$ cat config.mk
export PLATFORM = sky130hd
export DESIGN_NAME = sar_search_ctrl
export DESIGN_NICKNAME = d
export VERILOG_FILES = /design/src/rtl/sar_search_ctrl.sv
export SDC_FILE = /design/constraint.sdc
export NUM_CORES = 1
export LEC_CHECK = 0
export CORE_MARGIN = 8
export CORE_UTILIZATION = 57
export DETAILED_ROUTE_END_ITERATION = 8
export GPL_TIMING_DRIVEN = 1
export HOLD_SLACK_MARGIN = 0.08
export PLACE_DENSITY = 0.83
export SYNTH_ARGS = -nofsm -noshare
export SYNTH_HDL_FRONTEND = slang
export SYNTH_SLANG_ARGS = --single-unit
$ cat constraint.sdc
create_clock -name clk -period 6.6 [get_ports clk]
set_input_delay 1.32 -clock clk [delete_from_list [all_inputs] [get_ports clk]]
set_output_delay 1.32 -clock clk [all_outputs]
set_load 0.05 [all_outputs]
$ cat src/rtl/sar_search_ctrl.sv
// sar_search_ctrl: binary-search controller that drives compare_n b and converges on its a input.
module sar_search_ctrl #(
  parameter int CMP_WIDTH = 4,
  parameter int STEP_W = $clog2(CMP_WIDTH + 2)
) (
  input  logic                 clk,
  input  logic                 rst_n,
  input  logic                 start,
  input  logic                 greater,
  input  logic                 equal,
  input  logic                 smaller,
  output logic [CMP_WIDTH-1:0] guess,
  output logic                 busy,
  output logic                 done,
  output logic                 found,
  output logic                 error,
  output logic [CMP_WIDTH-1:0] result,
  output logic [STEP_W-1:0]    steps
);
  typedef enum logic {IDLE, PROBE} state_t;
  localparam logic [CMP_WIDTH-1:0] MAX = '1;
  state_t r_state, w_state_nx;
  logic [CMP_WIDTH-1:0] r_lo, r_hi, r_guess, r_result;
  logic [CMP_WIDTH-1:0] w_lo_nx, w_hi_nx, w_guess_nx, w_result_nx;
  logic [STEP_W-1:0] r_steps, w_steps_nx;
  logic r_busy, r_done, r_found, r_error;
  logic w_busy_nx, w_done_nx, w_found_nx, w_error_nx;
  logic w_legal, w_fin;
  logic [CMP_WIDTH:0] w_sum_up, w_sum_dn;
  // sums carry one extra bit so the midpoint never overflows
  assign w_sum_up = {1'b0, r_guess} + {1'b0, r_hi} + (CMP_WIDTH+1)'(1);
  assign w_sum_dn = {1'b0, r_lo} + {1'b0, r_guess} - (CMP_WIDTH+1)'(1);
  assign w_legal = $onehot({greater, equal, smaller});
  assign w_fin = !w_legal || equal || (greater && r_guess == MAX) || (smaller && r_guess == '0);
  always_comb begin
    w_state_nx = r_state;
    w_lo_nx = r_lo;
    w_hi_nx = r_hi;
    w_guess_nx = r_guess;
    w_result_nx = r_result;
    w_steps_nx = r_steps;
    w_busy_nx = r_busy;
    w_done_nx = 1'b0;
    w_found_nx = r_found;
    w_error_nx = r_error;
    if (r_state == IDLE) begin
      if (start) begin
        w_lo_nx = '0;
        w_hi_nx = MAX;
        w_guess_nx = MAX >> 1;
        w_steps_nx = '0;
        w_found_nx = 1'b0;
        w_error_nx = 1'b0;
        w_result_nx = '0;
        w_busy_nx = 1'b1;
        w_state_nx = PROBE;
      end
    end else begin
      w_steps_nx = r_steps + STEP_W'(1);
      if (w_fin) begin
        w_error_nx = !w_legal;
        w_found_nx = w_legal && equal;
        w_result_nx = r_guess;
        w_busy_nx = 1'b0;
        w_done_nx = 1'b1;
        w_state_nx = IDLE;
      end else if (greater) begin
        w_lo_nx = r_guess + CMP_WIDTH'(1);
        w_guess_nx = w_sum_up[CMP_WIDTH:1];
      end else begin
        w_hi_nx = r_guess - CMP_WIDTH'(1);
        w_guess_nx = w_sum_dn[CMP_WIDTH:1];
      end
    end
  end
  always_ff @(posedge clk) begin
    if (!rst_n) begin
      r_state <= IDLE;
      r_lo <= '0;
      r_hi <= '0;
      r_guess <= '0;
      r_result <= '0;
      r_steps <= '0;
      r_busy <= 1'b0;
      r_done <= 1'b0;
      r_found <= 1'b0;
      r_error <= 1'b0;
    end else begin
      r_state <= w_state_nx;
      r_lo <= w_lo_nx;
      r_hi <= w_hi_nx;
      r_guess <= w_guess_nx;
      r_result <= w_result_nx;
      r_steps <= w_steps_nx;
      r_busy <= w_busy_nx;
      r_done <= w_done_nx;
      r_found <= w_found_nx;
      r_error <= w_error_nx;
    end
  end
  assign guess = r_guess;
  assign busy = r_busy;
  assign done = r_done;
  assign found = r_found;
  assign error = r_error;
  assign result = r_result;
  assign steps = r_steps;
endmodule

==> tab_implementation.tex, run 1 <==
% Yosys + OpenROAD metrics
\begin{tabular}{lr}
\hline
Metric & Value \\
\hline
\multicolumn{2}{l}{\textbf{STA}} \\
Relative slew slack & 45.1\% \\
Portion of the clock cycle consumed by the worst path in the final layout & 59.7\% \\
Final worst slack & 2.66 ns \\
Minimum clock period & 3.94 ns \\
Highest Clock Rate & 254 MHz \\
Worst-margin pin slew & 0.818 ns \\
Summed negative setup slack over all endpoints & 0 ns \\
\multicolumn{2}{l}{\textbf{Synth}} \\
Share of the synthesized area in the top cell type & 33.7\% \\
Synthesized cell area & 0.00143 mm² \\
Post-synth top area cell & dfxtp\_1 \\
Post-synthesis sequential area ratio & 33.7\% \\
Avg Synthesized Cell Area & 8.87 µm² \\
Yosys stat cell total & 161 \\
List of most frequent post-synthesis cells & dfxtp\_1 (24), inv\_1 (18), ha\_1 (13), a21oi\_1 (12), nor2\_1 (9) \\
EDFF count, synth & 0 \\
Instance count of the mapped netlist & 161 \\
Primary FF master, synth & dfxtp\_1 \\
\multicolumn{2}{l}{\textbf{Detailed routing}} \\
DRC viols & 0 \\
DRC violation total after the first TritonRoute iteration & 70 \\
Wire length per cell after detailed routing & 15.4 µm \\
\multicolumn{2}{l}{\textbf{GRT}} \\
Grt met3 use & 5.08\% \\
Vias in the first global route & 1214 \\
Antenna violations before repair & 0 \\
Maximum number of pins on one net before global-route repair & 22 \\
GR Layer Usage met1 & 17.0\% \\
\multicolumn{2}{l}{\textbf{Final layout}} \\
Design Area, Final & 0.00167 mm² \\
Post-Layout Cell Count & 206 \\
Register cell area after layout & 480 µm² \\
\multicolumn{2}{l}{\textbf{Job}} \\
Count of max-cap constraint violations & 0 \\
\multicolumn{2}{l}{\textbf{Setup path}} \\
Critical path capture point type & flip-flop \\
Crit-path leading delay family & simple AND/OR/NAND/NOR gates \\
Slowest-stage cell, CP & or4b\_1 \\
Maximum single-stage delay on the critical path & 0.70 ns \\
Largest fanout on the critical path & 9 \\
\multicolumn{2}{l}{\textbf{Die}} \\
Horizontal extent of the die & 66.0 µm \\
DIE HEIGHT & 66.0 µm \\
Die Size & 0.00436 mm² \\
\multicolumn{2}{l}{\textbf{Power and ir drop}} \\
IR Drop Worst-Case VDD & 0.000137 V \\
\multicolumn{2}{l}{\textbf{CTS}} \\
Hold buffers post-CTS & 0 \\
H-Tree Level Count & 1 \\
Clk ins delay skew pair & 0.31 ns \\
\multicolumn{2}{l}{\textbf{Outcome}} \\
Result of the run & complete, no violations \\
\hline
\end{tabular}
-- run 1: flip-flops by register name (all words and copies together), names as in the netlist, 3 cells and up --
name	count
steps	3
guess	4
r_lo	4
result	4
r_hi	4
-- run 1: cell usage in the layout, fill, tap and decap left out, drive strengths merged, types with 4 or more instances in the layout --
master          n
dfxtp          24
clkdlybuf4s50  20
inv            18
ha             13
a21oi          12
nor2            9
nor3            8
nand3           6
nand4           6
o31ai           6
nand2           5
nor2b           5
clkbuf          4
-- run 1: cell families after synthesis --
group                    after synthesis  share of synthesized area [%]
XOR/XNOR                               5                           3.07
buffers and inverters                 27                           7.36
multiplexers                           2                           1.49
adder cells (fa/ha/maj)               16                           15.6
AND-OR/OR-AND                         35                           17.3
flip-flops                            24                           33.7
AND/OR/NAND/NOR                       52                           21.6
-- run 1: layout make-up --
class | count | share of cell area (%)
inverters | 18 | 4.05
clock buffers | 4 | 2.17
multi-input cells | 110 | 50.7
well taps | 30 | 2.25
repair buffers | 20 | 12.0
flip-flops and latches | 24 | 28.8
-- run 1: metal layers --
metal  wire length (µm)  part of all wire [%]  vias to the layer above
met5                  0                     0                        -
li1                   -                     -                      602
met3                273                   8.6                        7
met4                 42                   1.3                        0
met1               1350                    42                      555
met2               1510                    48                       41
-- run 1: metrics by stage --
step	utilization (%)	hold WS (ns)	total power [W]
4_1_cts	68.4	0.485	0.000324
3_3_place_gp	66.9	0.457	0.000244
5_1_grt	68.6	0.508	0.000340
6_report	68.6	0.484	0.000323
2_1_floorplan	-	0.507	0.000224
3_5_place_dp	66.9	0.467	0.000247
-- run 1: final timing paths --
check	from	to	slack, ns	cells past startpoint
setup / recovery	greater	guess[2]$_SDFFE_PN0P_	2.66	6
hold / removal	result[2]$_SDFFE_PN0P_	result[2]$_SDFFE_PN0P_	0.48	2
setup reg to reg	guess[0]$_SDFFE_PN0P_	guess[2]$_SDFFE_PN0P_	4.18	5
hold reg to reg	result[2]$_SDFFE_PN0P_	result[2]$_SDFFE_PN0P_	0.48	2
-- run 1: worst reg2reg max path: stages, from the launching register on --
cell and delay, ns:
dfxtp_1 0.54, inv_1 0.17, ha_1 0.23, and4bb_1 0.26, or4b_1 0.72, o311a_1 0.41
-- run 1: report_power, final --
part           total [W]  switching (W)  internal [W]
sequential      0.000160     0.00000836      0.000152
clock          0.0000778      0.0000441     0.0000337
combinational  0.0000850      0.0000512     0.0000338
total           0.000323       0.000104      0.000219
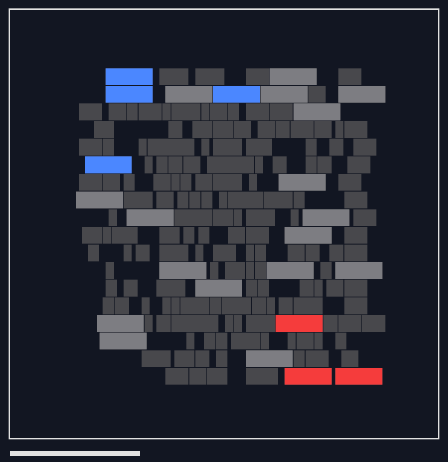
run_1/ff_map.png
Scale bar: 20 µm. Other sequential cells in the stronger grey, the rest of the logic in the fainter grey.
legend:
  steps:
    colour: red
    flops: 3
  r_hi:
    colour: blue
    flops: 4
    where: north-west
not coloured: 17

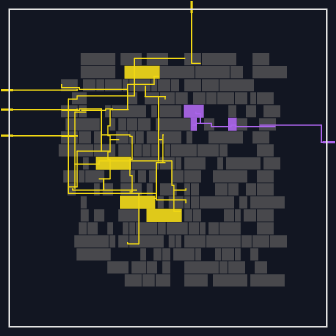
run_1/port_trees.png
legend:
  equal:
    colour: purple
    bits: 1
    direction: input
    edge: east
    end_cells: 3
    buffers: 1
    wire: 39.4 µm
  guess:
    colour: yellow
    bits: 4
    direction: output
    edge: 3 west, 1 north
    end_cells: 4
    buffers: 4
    wire: 368 µm
top-level port count: 21
IO buf count: 20

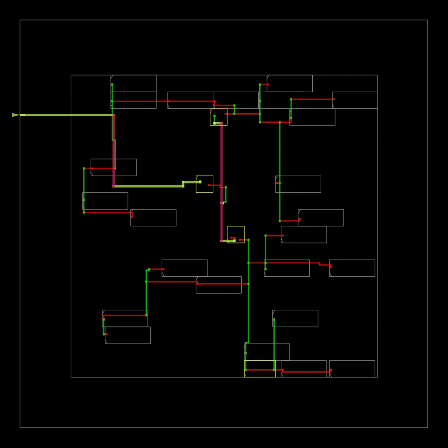
run_1/clock_nets.png
TritonCTS Buffers: 3
Clock Skew: 0.00116 ns
layout clock buffer count: 4
flop count: 24
clock group power: 0.0000778 W

run_1/sizing.png
Scale bar: 20 µm.
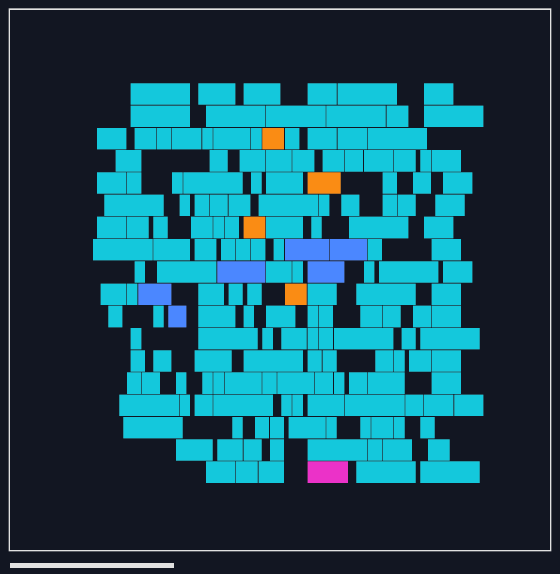

==> run 2: changes to the inputs <==
--- a/config.mk
+++ b/config.mk
@@ -6,11 +6,11 @@
 export NUM_CORES = 1
 export LEC_CHECK = 0
 export CORE_MARGIN = 8
-export CORE_UTILIZATION = 57
+export CORE_UTILIZATION = 48
 export DETAILED_ROUTE_END_ITERATION = 8
 export GPL_TIMING_DRIVEN = 1
 export HOLD_SLACK_MARGIN = 0.08
-export PLACE_DENSITY = 0.83
+export PLACE_DENSITY = 0.75
 export SYNTH_ARGS = -nofsm -noshare
 export SYNTH_HDL_FRONTEND = slang
 export SYNTH_SLANG_ARGS = --single-unit
==> constraint.sdc (replaced) <==
create_clock -name clk -period 3.44 [get_ports clk]
set_input_delay 0.688 -clock clk [delete_from_list [all_inputs] [get_ports clk]]
set_output_delay 0.688 -clock clk [all_outputs]
set_load 0.05 [all_outputs]
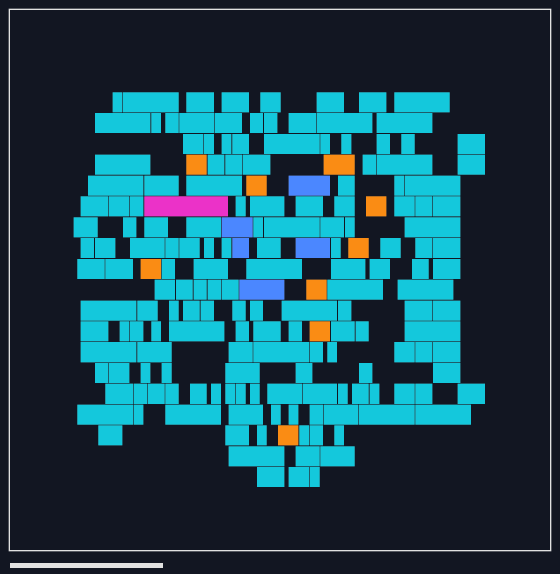
run_2/sizing.png
Scale bar: 20 µm.
legend:
  x3 and x4:
    colour: orange
    cells: 9
    share: 5.0%
  x2:
    colour: blue
    cells: 5
    share: 2.8%
  x6 and larger:
    colour: magenta
    cells: 1
    share: 0.55%
  x1 and smaller:
    colour: cyan
    cells: 166
    share: 92%

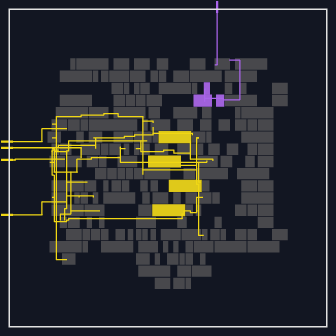
run_2/port_trees.png

==> run 2 against run 1 <==
  * Clock-buffer cell count is 1 lower
  * Worst setup slack got worse by 2.3 ns
  * Largest power group unchanged
  * Final cell count increased by 2.9%
  * Cell area increased by 3.0%
  * Die size grew 14%
  * Critical path type unchanged
  * Global-route usage is 1.5 points lower
  * Critical path depth is the same
  * Area after synthesis did not move
  * Synthesized cell count did not move
==> tab_implementation.tex, run 2 <==
% Yosys + OpenROAD metrics
\begin{tabular}{lr}
\hline
Metric & Value \\
\hline
\multicolumn{2}{l}{\textbf{Outcome}} \\
Result of the run & complete, no violations \\
\multicolumn{2}{l}{\textbf{STA}} \\
Relative slew slack & 54.4\% (+9.3 points) \\
Minimum clock period & 3.04 ns \\
Summed negative setup slack over all endpoints & 0 ns (unchanged) \\
Final worst hold slack & 0.479 ns (-0.00526 ns) \\
Worst-margin pin slew & 0.683 ns (-0.135 ns) \\
Highest Clock Rate & 329 MHz \\
\multicolumn{2}{l}{\textbf{Detailed routing}} \\
DRC viols & 0 (unchanged) \\
DRC violation total after the first TritonRoute iteration & 43 (-39\%) \\
Wire length per cell after detailed routing & 15.7 µm (+1.9\%) \\
\multicolumn{2}{l}{\textbf{Die}} \\
Horizontal extent of the die & 70.5 µm (+6.8\%) \\
Top-level port count & 21 (unchanged) \\
DIE HEIGHT & 70.5 µm (+6.8\%) \\
\multicolumn{2}{l}{\textbf{Final layout}} \\
Commonest Layout Cell & dfxtp\_1 \\
Commonest cells after routing, fill and taps aside & dfxtp\_1 (24), clkdlybuf4s50\_1 (20), inv\_1 (18) \\
\multicolumn{2}{l}{\textbf{Job}} \\
Count of max-cap constraint violations & 0 (unchanged) \\
\multicolumn{2}{l}{\textbf{Min path}} \\
Hold-critical path endpoint & error\$\_SDFFE\_PN0P\_ \\
\multicolumn{2}{l}{\textbf{Setup path}} \\
Beginning of the critical path & greater \\
Largest fanout on the critical path & 9 (unchanged) \\
Critical path capture point type & flip-flop \\
Start of the worst register-to-register path & guess[2]\$\_SDFFE\_PN0P\_ \\
R2R depth & 8 (+3) \\
Reg-to-reg critical path endpoint & guess[3]\$\_SDFFE\_PN0P\_ \\
\multicolumn{2}{l}{\textbf{Synth}} \\
Avg Synthesized Cell Area & 8.87 µm² (unchanged) \\
Primary FF master, synth & dfxtp\_1 \\
Post-synthesis sequential area ratio & 33.7\% (unchanged) \\
List of most frequent post-synthesis cells & dfxtp\_1 (24), inv\_1 (18), ha\_1 (13), a21oi\_1 (12), nor2\_1 (9) \\
Instance count of the mapped netlist & 161 (unchanged) \\
EDFF count, synth & 0 (unchanged) \\
Share of the synthesized area in the top cell type & 33.7\% (unchanged) \\
Post-synth top area cell & dfxtp\_1 \\
\multicolumn{2}{l}{\textbf{CTS}} \\
H-Tree Level Count & 1 (unchanged) \\
\multicolumn{2}{l}{\textbf{GRT}} \\
Vias in the first global route & 1254 (+3.3\%) \\
Antenna violations before repair & 0 (unchanged) \\
Maximum number of pins on one net before global-route repair & 22 (unchanged) \\
\multicolumn{2}{l}{\textbf{Power and ir drop}} \\
IR Drop Worst-Case VDD & 0.000378 V (+180\%) \\
Total power of the final layout & 0.000683 W (+110\%) \\
\hline
\end{tabular}
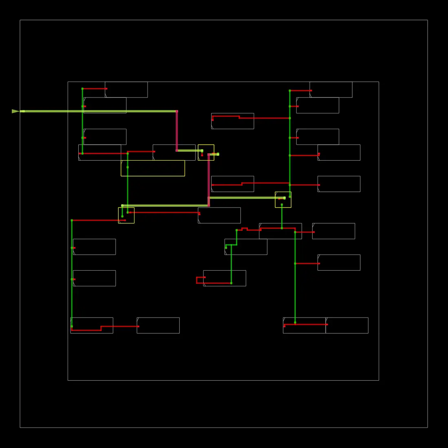
run_2/clock_nets.png
clock group power: 0.000210 W
Clock Skew: 0.0112 ns
clk ins delay skew pair: 0.33 ns

==> run 2: how the worst max path moves through the flow <==
stage                                       end  slack, ns  cells after the start
after floorplan           guess[2]$_SDFFE_PN0P_       0.37                      7
after global placement    guess[2]$_SDFFE_PN0P_        0.1                      6
after detailed placement  guess[2]$_SDFFE_PN0P_       0.03                      6
after CTS                 guess[2]$_SDFFE_PN0P_       0.40                      6
after global routing      guess[2]$_SDFFE_PN0P_       0.35                      6
final                     guess[2]$_SDFFE_PN0P_       0.40                      6
==> run 2: where the power goes <==
part	internal (W)	switching, W
sequential	0.000291	0.0000166
combinational	0.0000673	0.0000987
clock	0.000118	0.0000915
==> run 2: area by class of cell <==
class / count / area [µm²] / area share [%]
multi-input combinational: 110 / 842 / 49.0
sequential: 24 / 480 / 27.9
timing repair buffer: 25 / 238 / 13.8
inverter: 18 / 67.6 / 3.93
tap: 31 / 38.8 / 2.26
clock inverter: 1 / 30.0 / 1.75
clock buffer: 3 / 22.5 / 1.31
==> run 2: critical path, stage by stage <==
cell	delay [ns]
clkdlybuf4s50_1	0.48
inv_1	0.09
fa_1	0.50
or3b_4	0.42
or4b_1	0.70
o311a_1	0.40
==> run 2: per-stage QoR <==
step | util [%] | std cells | instance area, µm² | worst slack (ns)
global route | 61.8 | 212 | 1720 | 0.347
floorplan | - | 161 | 1430 | 0.367
global placement | 59.9 | 208 | 1670 | 0.0995
detailed placement | 59.9 | 208 | 1670 | 0.0326
finish | 61.8 | 212 | 1720 | 0.398
CTS | 61.8 | 212 | 1720 | 0.401
==> run 2: kinds of logic (layout without fill, tap and decap cells) <==
kind of cell / count (synthesis) / count (layout) / share of synthesized area [%]
AND-OR/OR-AND: 35 / 35 / 17.3
XOR/XNOR: 5 / 5 / 3.07
adder cells (fa/ha/maj): 16 / 16 / 15.6
buffers and inverters: 27 / 47 / 7.36
flip-flops: 24 / 24 / 33.7
multiplexers: 2 / 2 / 1.49
AND/OR/NAND/NOR: 52 / 52 / 21.6
==> run 2: routing by layer <==
metal  GRT usage [%]  vias to the layer above  share of wire [%]
met4            2.41                        0                1.1
met5               0                        -                  0
met3            4.88                        6                6.8
met1            15.6                      569                 45
met2            23.6                       32                 47
li1                -                      616                  -
Power is estimated from default activity; no workload was simulated.
